==> run_1/clocks.png <==
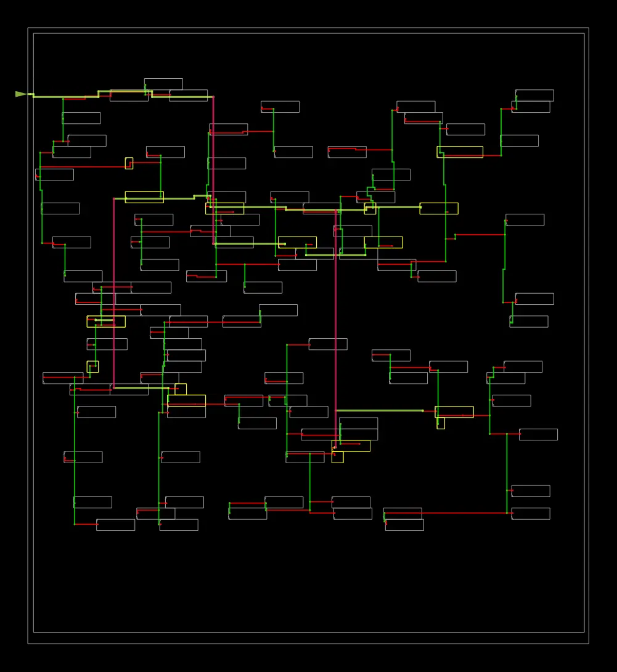
==> run_1/cell_density.png <==
(2 px per um) 13 x 15 tiles, from dark purple (low) to yellow (high), 0 to 100% covered.
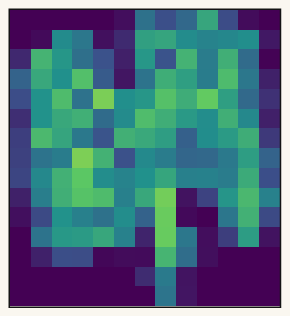
==> run_1/logic_types.png <==
(3 px per um)
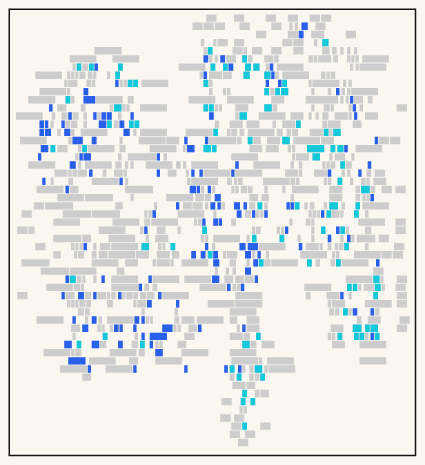
File: config.mk
export PLATFORM = sky130hd
export DESIGN_NAME = clock_time_setter
export DESIGN_NICKNAME = d
export VERILOG_FILES = /design/src/rtl/clock_time_setter.sv
export SDC_FILE = /design/constraint.sdc
export NUM_CORES = 1
export LEC_CHECK = 0
export ABC_AREA = 1
export ABC_CLOCK_PERIOD_IN_PS = 10610
export CAP_MARGIN = 20
export CORE_ASPECT_RATIO = 1.1
export CORE_MARGIN = 1
export CORE_UTILIZATION = 30
export CTS_BUF_LIST = sky130_fd_sc_hd__clkbuf_4 sky130_fd_sc_hd__clkbuf_8 sky130_fd_sc_hd__clkbuf_16
export CTS_CLUSTER_DIAMETER = 200
export DETAILED_ROUTE_END_ITERATION = 16
export HOLD_SLACK_MARGIN = 0.1
export PLACE_DENSITY = 0.55
export SYNTH_ARGS = -nofsm -noshare
export SYNTH_HDL_FRONTEND = slang
export SYNTH_SLANG_ARGS = --single-unit
File: constraint.sdc
create_clock -name clk -period 10.61 [get_ports clk]
set_clock_uncertainty 0.1 [all_clocks]
set_input_delay 2.6525 -clock clk [delete_from_list [all_inputs] [get_ports clk]]
set_output_delay 2.6525 -clock clk [all_outputs]
set_load 0.03 [all_outputs]
File: src/rtl/clock_time_setter.sv
// clock_time_setter: debounced three-button time entry that edits a BCD hh:mm:ss buffer and loads it into the clock core
module clock_time_setter #(
  parameter int DEBOUNCE_CYCLES = 240000
) (
  input  logic       clk,
  input  logic       rst,
  input  logic       btn_mode,
  input  logic       btn_sel,
  input  logic       btn_inc,
  input  logic [3:0] cur_h2,
  input  logic [3:0] cur_h1,
  input  logic [3:0] cur_m2,
  input  logic [3:0] cur_m1,
  input  logic [3:0] cur_s2,
  input  logic [3:0] cur_s1,
  output logic       edit,
  output logic [2:0] sel,
  output logic [3:0] set_h2,
  output logic [3:0] set_h1,
  output logic [3:0] set_m2,
  output logic [3:0] set_m1,
  output logic [3:0] set_s2,
  output logic [3:0] set_s1,
  output logic       load
);
  localparam int CW = $clog2(DEBOUNCE_CYCLES + 1);
  typedef enum logic [1:0] {IDLE, CAPTURE, EDIT, COMMIT} state_t;
  state_t state, state_n;
  logic [2:0] raw, sync_a, sync_b, acc, press, sel_n;
  logic [CW-1:0] cnt [3];
  logic [3:0] dig [6], dig_n [6], cur [6];
  logic [3:0] h2c;
  logic mode_p, sel_p, inc_p;
  // digit index 0..5 = s1, s2, m1, m2, h1, h2; h1 ceiling depends on the tens-of-hours digit
  function automatic logic [3:0] lim(input logic [2:0] k, input logic [3:0] h2);
    lim = (k == 3'd0 || k == 3'd2) ? 4'd9 :
          (k == 3'd1 || k == 3'd3) ? 4'd5 :
          (k == 3'd4) ? ((h2 == 4'd2) ? 4'd3 : 4'd9) : 4'd2;
  endfunction
  assign raw = {btn_inc, btn_sel, btn_mode};
  assign cur = '{cur_s1, cur_s2, cur_m1, cur_m2, cur_h1, cur_h2};
  assign h2c = (cur_h2 > 4'd2) ? 4'd0 : cur_h2;
  assign mode_p = press[0];
  assign sel_p = press[1] & ~press[0];
  assign inc_p = press[2] & ~press[1] & ~press[0];
  assign edit = state != IDLE;
  assign load = state == COMMIT;
  assign {set_h2, set_h1, set_m2, set_m1, set_s2, set_s1} = {dig[5], dig[4], dig[3], dig[2], dig[1], dig[0]};
  // two-flop synchronizers on the raw active-low buttons
  always_ff @(posedge clk or posedge rst) begin
    if (rst) begin
      sync_a <= '1;
      sync_b <= '1;
    end else begin
      sync_a <= raw;
      sync_b <= sync_a;
    end
  end
  // debounce: accept a new level after DEBOUNCE_CYCLES differing samples; pulse on accepted falling edge
  always_ff @(posedge clk or posedge rst) begin
    if (rst) begin
      acc <= '1;
      press <= '0;
      for (int k = 0; k < 3; k++) cnt[k] <= '0;
    end else begin
      press <= '0;
      for (int k = 0; k < 3; k++) begin
        if (sync_b[k] == acc[k]) cnt[k] <= '0;
        else if (cnt[k] == CW'(DEBOUNCE_CYCLES - 1)) begin
          cnt[k] <= '0;
          acc[k] <= sync_b[k];
          press[k] <= ~sync_b[k];
        end else cnt[k] <= cnt[k] + 1'b1;
      end
    end
  end
  // state, selected digit and edit buffer registers
  always_ff @(posedge clk or posedge rst) begin
    if (rst) begin
      state <= IDLE;
      sel <= '0;
      for (int k = 0; k < 6; k++) dig[k] <= '0;
    end else begin
      state <= state_n;
      sel <= sel_n;
      for (int k = 0; k < 6; k++) dig[k] <= dig_n[k];
    end
  end
  // next state, selection and buffer updates: capture with sanitization, wrapping increments, h1 fixup
  always_comb begin
    state_n = state;
    sel_n = sel;
    dig_n = dig;
    case (state)
      IDLE: state_n = mode_p ? CAPTURE : IDLE;
      CAPTURE: begin
        state_n = EDIT;
        sel_n = '0;
        for (int k = 0; k < 5; k++) dig_n[k] = (cur[k] > lim(3'(k), h2c)) ? 4'd0 : cur[k];
        dig_n[5] = h2c;
      end
      EDIT: begin
        state_n = mode_p ? COMMIT : EDIT;
        sel_n = sel_p ? ((sel == 3'd5) ? 3'd0 : sel + 3'd1) : sel;
        if (inc_p) begin
          for (int k = 0; k < 6; k++)
            if (3'(k) == sel) dig_n[k] = (dig[k] >= lim(sel, dig[5])) ? 4'd0 : dig[k] + 4'd1;
          if (sel == 3'd5 && dig_n[5] == 4'd2 && dig[4] > 4'd3) dig_n[4] = 4'd0;
        end
      end
      default: begin
        state_n = IDLE;
        sel_n = '0;
      end
    endcase
  end
endmodule

==> job_summary.md, run 1 <==
### Flow metrics

| Metric | Value |
|---|---|
| Yosys cell count | 727 |
| Fin Setup TNS | 0 ns |
| Flip-flops with a built-in enable | 0 |
| Synth top cells by count | nand2_1 (118), inv_1 (97), nor2_1 (88) |
| Setup Fix Bufs, Post-CTS | 0 |
| Inserted Clock Buffers | 9 |
| Static Leak | 3.09 nW |
| Yosys stat chip area | 5830 um^2 |
| Biggest area cells | dfrtp_1 (37%), ha_1 (9.0%), nand2_1 (7.6%) |
| Die Wd | 135 um |
| Cell count after synthesis | 727 |
| XOR-XNOR Cells, Area Fraction | 0.0405 |
| CTS clk-pin slew, worst paths | 0.06 ns |
| Root Buffer | clkbuf_16 |
| Layout area overhead | 20.0% |
| FP Rows | 53 |
| Vias in the first global route | 4808 |
| Initial DRC count | 195 |
| Avg Cell Area, Syn | 8.02 um^2 |
| DRC violations left | 0 |
| Crit Path Class | reg2out |
| Status | finished, final reports clean |
| Pwr dens | 105 nW/um^2 |
| Mux frac, synth | 0 |
| Total Power | 0.736 mW |
| Drt pass-1 iters | 6 |
| Tcrit/Tclk final | 0.431 |
| Critical Path Max Stage Delay | 0.70 ns |
| Critical path data arrival time | 1.82 ns |
| Netlist cell types | 45 |
| Sequential fraction of design power | 0.504 |
| Via density | 4.77 |
| Max-cap viol count | 0 |
| Maximum clock rate | 219 MHz |
| Die height | 148 um |
| Crit-path cells | inv_1, ha_1, inv_1, clkdlybuf4s50_1 |
| Final Max Tran Viols | 0 |
| Layout cells sized above 1 | 0.0778 |
| Net Sw Frac | 0.223 |
| Syn nets | 798 |
| Post-synth ARST share | 1.00 |
| Compound-Gate Fraction of Synth Area | 0.0963 |
| Total grt overflow | 0 |
| IO Port Bufs | 57 |
| Maximum clock path buffer count | 2 |
| Largest net degree at the start of global routing | 71 |
| Final setup violation count | 0 |
| Dominant synthesized flop cell | dfrtp_1 |
| Worst hold slack | 0.255 ns |
| Setup crit end kind | output port |
| Final Hold Vio Count | 0 |
| Ys Warns | 0 |
| Comb area leader | simple AND/OR/NAND/NOR gates |
| Hold Buf Count CTS | 0 |
| RSZ-0062 raised after global routing | false |
| Peak VDD IR | 0.0895 mV |
| Startpoint class of the critical path | register |
| Ys flops | 95 |
| Initial antenna violation count | 0 |
| Worst path buffer plus inverter count | 3 |
| And+or+nand+nor area frac | 0.292 |
| Slew @ Worst Pin | 0.895 ns |
| Log Warnings | 31 |
| Die area | 20000 um^2 |
| Placed insts | 1028 |
| CTS tree | yes |
| Hold WC Path Type | reg2reg |
| RD Place Congestion | 0.787 |
| Clock power frac | 0.450 |
| Combinational power share | 0.046 |
| First-pass GRT wire length | 23.0 mm |
Back to the opening pictures, clocks.png:
Clk. pwr: 0.331 mW
Clk Latency, worst-skew pair: 0.35 ns
number of clock buffers in the layout: 12

Back to the opening pictures, cell_density.png:
mean over tiles: 34%
tiles over 75% full: 3.1%
nearly empty tiles: 19%
emptiest ninth of the die: south-east
Core Util at FP: 0.305
core area: 19100 um^2
Core Util, Final: 0.367

Back to the opening pictures, logic_types.png:
| colour | family | cells |
|---|---|---|
| blue | NOR gates | 141 |
| cyan | inverting AOI/OAI gates | 91 |
multi-input gate share of total cell area: 0.433
Commonest Layout Cell: nand2_1
non-filler cells, final: 1044

run 1: power groups by stage:
stage	clock, mW	sequential, mW	combinational [mW]
final	0.331	0.371	0.0341
after detailed placement	0	0.378	0.0354
after global placement	0	0.377	0.0348
after floorplan	0	0.377	0.0181
after global routing	0.354	0.371	0.0394
after CTS	0.341	0.371	0.0354
run 1: final cells by class:
cell class	instances	area (um^2)	area share
multi-input combinational	524	3030	0.433
sequential	95	2390	0.341
tap	247	309	0.0441
inverter	102	385	0.0550
clock buffer	12	248	0.0354
clock inverter	4	47.5	0.00679
timing repair buffer	60	593	0.0847
run 1: cell families after synthesis:
family,Yosys count
buffers and inverters,108
AND-OR/OR-AND,96
XOR/XNOR,27
adder cells (fa/ha/maj),42
AND/OR/NAND/NOR,359
flip-flops,95
run 1: sequential cells by signal (all words and copies together) (netlist names):
name / cells
set_m1: 4
sync_a: 3
set_h2: 4
state: 2
sync_b: 3
set_s1: 4
set_m2: 4
cnt: 54
set_h1: 4
set_s2: 4
press: 3
acc: 3
sel: 3
run 1: per-layer routing:
layer  routed length [um]  GRT usage  up-vias
met5                    0          0        -
met4                  138     0.0371        0
met3                  497     0.0286        9
met2                 6460      0.252       69
met1                 6350      0.179     2344
li1                     -          -     2563
run 1: final timing paths:
check	from	to	slack (ns)	cells after the start
max in group asynchronous	rst	set_s2[0]	6.70	3
worst max-delay path	state[0]	edit	6.04	4
worst max register to register	sel[2]	set_h1[0]	7.51	16
worst min register to register	sync_a[2]	sync_b[2]	0.25	0
min in group asynchronous	rst	cnt[26]	2.52	2
worst min-delay path	sync_a[2]	sync_b[2]	0.25	0
run 1: cell usage in the layout (no fill, tap or decap), types with 4 or more instances in the layout:
cell type / netlist / routed
a31oi_1: 7 / 7
dfstp_2: 9 / 9
a21oi_1: 38 / 38
ha_1: 42 / 42
o21ai_0: 27 / 27
nor2_1: 88 / 88
clkdlybuf4s50_1: 0 / 57
nor4_1: 7 / 7
clkbuf_16: 0 / 9
inv_1: 97 / 96
xnor2_1: 9 / 9
nor3b_1: 8 / 8
nor3_1: 25 / 25
nand3_2: 5 / 5
inv_2: 5 / 5
o211ai_1: 4 / 4
xor2_1: 18 / 18
nor2_2: 7 / 7
nand2_1: 118 / 118
nand4_1: 26 / 26
nand2_2: 4 / 4
dfrtp_1: 86 / 86
nand3_1: 57 / 57
run 1: metrics by stage:
step                      area, um^2  worst slack, ns
final                           7000             6.04
after global routing            7000             5.94
after CTS                       7000             6.01
after detailed placement        6710             6.02
after global placement          6710             6.04
after floorplan                 5830             5.40
==> run_1/io_fan.png <==
(2 px per um)
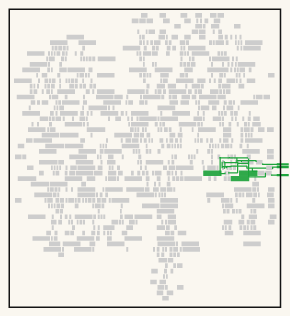

--- run 2 (diff from run 1) ---
--- a/config.mk
+++ b/config.mk
@@ -6,7 +6,7 @@
 export NUM_CORES = 1
 export LEC_CHECK = 0
 export ABC_AREA = 1
-export ABC_CLOCK_PERIOD_IN_PS = 10610
+export ABC_CLOCK_PERIOD_IN_PS = 4150
 export CAP_MARGIN = 20
 export CORE_ASPECT_RATIO = 1.1
 export CORE_MARGIN = 1
@@ -15,7 +15,7 @@
 export CTS_CLUSTER_DIAMETER = 200
 export DETAILED_ROUTE_END_ITERATION = 16
 export HOLD_SLACK_MARGIN = 0.1
-export PLACE_DENSITY = 0.55
+export PLACE_DENSITY = 0.57
 export SYNTH_ARGS = -nofsm -noshare
 export SYNTH_HDL_FRONTEND = slang
 export SYNTH_SLANG_ARGS = --single-unit
==> constraint.sdc (replaced) <==
create_clock -name clk -period 4.15 [get_ports clk]
set_clock_uncertainty 0.1 [all_clocks]
set_input_delay 1.0375 -clock clk [delete_from_list [all_inputs] [get_ports clk]]
set_output_delay 1.0375 -clock clk [all_outputs]
set_load 0.03 [all_outputs]
==> run_2/io_fan.png <==
(2 px per um)
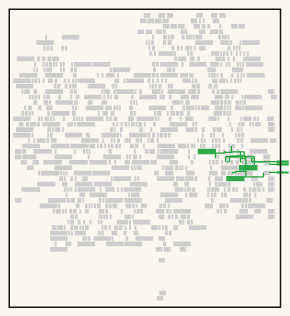
| colour | port | bits | direction | edge | end cells | buffers | wire |
|---|---|---|---|---|---|---|---|
| green | `sel` | 3 | output | east | 3 | 3 | 129 um |
I/O pin total: 58
IO Port Bufs: 57

==> run 2 against run 1 <==
Core utilization is essentially flat. Via count up 0.32%. Global-route usage decreased by 0.13 points. Hold slack improved by 0.00081 ns. Synthesized cell count unchanged. Worst setup slack got worse by 5.1 ns. Non-clock buffer count down 1. Critical path type is now reg2reg. Largest cell class unchanged.
==> job_summary.md, run 2 <==
### Flow metrics

| Metric | Value |
|---|---|
| Net Sw Frac | 0.231 |
| RSZ-0062 raised after global routing | false |
| DRC violations left | 0 |
| Vias in the first global route | 4823 |
| Pwr dens | 263 nW/um^2 |
| Yosys stat chip area | 5830 um^2 |
| Worst hold slack | 0.256 ns |
| Setup crit end kind | register |
| Ys Warns | 0 |
| Final Max Tran Viols | 0 |
| Largest Register | cnt |
| Post-synth ARST share | 1.00 |
| Die height | 148 um |
| Netlist cell types | 45 |
| Root Buffer | clkbuf_16 |
| Non-filler cells, final | 1043 |
| Avg Cell Area, Syn | 8.02 um^2 |
| Sequential fraction of design power | 0.514 |
| Die Wd | 135 um |
| Worst path buffer plus inverter count | 2 |
| Clock power frac | 0.438 |
| Crit Path Class | reg2reg |
| Placed insts | 1027 |
| Largest net degree at the start of global routing | 96 |
| Slew @ Worst Pin | 0.891 ns |
| Maximum clock path buffer count | 2 |
| Combinational power share | 0.048 |
| First-pass GRT wire length | 22.7 mm |
| Synth top cells by count | nand2_1 (118), inv_1 (97), nor2_1 (88) |
| R2R Path Start | sel[2] |
| Critical Path Max Stage Delay | 0.49 ns |
| FP Rows | 53 |
| RD Place Congestion | 0.789 |
| Initial antenna violation count | 0 |
| Hold path start | sync_a[1] |
| Via density | 4.79 |
| Clk Latency, worst-skew pair | 0.36 ns |
| Peak VDD IR | 0.224 mV |
| Flip-flops with a built-in enable | 0 |
| Worst R2R End | set_h1[0] |
| Die area | 20000 um^2 |
| Reg2reg path depth | 15 |
| Final Hold Vio Count | 0 |
| Biggest area cells | dfrtp_1 (37%), ha_1 (9.0%), nand2_1 (7.6%) |
| Static Leak | 3.08 nW |
| Core Util at FP | 0.305 |
| CTS tree | yes |
| Hold WC Path Type | reg2reg |
| Gr usage total | 0.143 |
| Syn nets | 798 |
| Setup Fix Bufs, Post-CTS | 0 |
| Tcrit/Tclk final | 0.778 |
| Drt pass-1 iters | 5 |
| Ys flops | 95 |
| Yosys cell count | 727 |
| Reg2reg setup slack | 0.92 ns |
| Commonest Layout Cell | nand2_1 |
| Cell count after synthesis | 727 |
| Final setup violation count | 0 |
| Fin Setup TNS | 0 ns |
| Startpoint class of the critical path | register |
| Log Warnings | 31 |
| Layout cells sized above 1 | 0.0766 |
| Core area | 19100 um^2 |
| Crit-path cells | inv_1, ha_1, inv_1, nand2_1, nand3_1, o21ai_0, ha_1, a21oi_1, nand3_1, nand2_1, nand3_2, nand2_1, nand2_1, nand2_1, nand2_1 |
| Min-Delay Endpoint | sync_b[1] |
| Hold depth | 0 |
| Status | finished, final reports clean |
| CTS clk-pin slew, worst paths | 0.06 ns |
| Dominant synthesized flop cell | dfrtp_1 |
| CP top delay family | simple AND/OR/NAND/NOR gates |
| Inserted Clock Buffers | 9 |
| Total grt overflow | 0 |
==> run_2/flops_by_reg.png <==
(2 px per um)
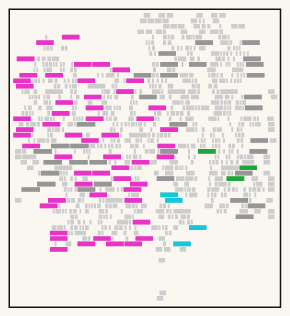
| colour | signal | sequential cells |
|---|---|---|
| magenta | `cnt` | 54 |
| cyan | `set_m2` | 4 |
| green | `sel` | 3 |
not coloured: 34
Core Util, Final: 0.366
flip-flop and latch area: 2390 um^2
Sequential Power: 0.948 mW

[run 2: metrics by stage]
| step | setup WS [ns] | util | area, um^2 | power, mW |
|---|---|---|---|---|
| 2_1_floorplan | 0.550 | - | 5830 | 1.01 |
| 3_3_place_gp | 1.03 | 0.351 | 6710 | 1.06 |
| 3_5_place_dp | 0.921 | 0.351 | 6710 | 1.06 |
| 4_1_cts | 0.884 | 0.366 | 7000 | 1.88 |
| 5_1_grt | 0.461 | 0.366 | 7000 | 1.92 |
| 6_report | 0.922 | 0.366 | 7000 | 1.84 |
[run 2: cell families after synthesis]
logic type | count (synthesis) | share of synthesized area
AND-OR/OR-AND | 96 | 0.0963
XOR/XNOR | 27 | 0.0405
adder cells (fa/ha/maj) | 42 | 0.0901
buffers and inverters | 108 | 0.0710
flip-flops | 95 | 0.410
AND/OR/NAND/NOR | 359 | 0.292
[run 2: cell type report]
class                   instances  area, um^2  share of cell area
repair buffers                 59         598              0.0855
clock buffers                  12         254              0.0363
flip-flops and latches         95        2390               0.341
multi-input cells             524        3030               0.433
well taps                     247         309              0.0442
clock inverters                 4        32.5             0.00465
inverters                     102         385              0.0551
[run 2: worst max-delay path by stage]
stage,startpoint,to,slack (ns),cells past startpoint
6_report,sel[2],set_h1[0],0.92,15
3_5_place_dp,sel[2],set_h1[0],0.92,15
5_1_grt,sel[2],set_h1[0],0.46,15
3_3_place_gp,sel[2],set_h1[2],1.03,15
4_1_cts,sel[2],set_h1[0],0.88,15
2_1_floorplan,rst,cnt[0],0.55,1
[run 2: worst register-to-register path: cells and delay by family, from the launching register on]
| family | cells | cell delay, ns |
|---|---|---|
| simple gates | 9 | 0.99 |
| fa+ha+maj | 2 | 0.69 |
| compound gates | 2 | 0.65 |
| flops | 1 | 0.49 |
| buf+inv | 2 | 0.20 |
[run 2: power groups by stage]
stage | registers, mW | logic (mW) | clock network, mW
6_report | 0.948 | 0.0892 | 0.807
3_5_place_dp | 0.965 | 0.0919 | 0
2_1_floorplan | 0.963 | 0.0462 | 0
3_3_place_gp | 0.965 | 0.0910 | 0
4_1_cts | 0.948 | 0.0922 | 0.841
5_1_grt | 0.949 | 0.102 | 0.868
[run 2: layer usage]
layer,global-route usage,up-vias,routed length [um]
met5,0,-,0
met1,0.175,2354,6050
li1,-,2560,-
met3,0.0344,14,461
met2,0.248,73,6550
met4,0.0376,0,164
No activity file was given, so power comes from the tool's default toggle rates.
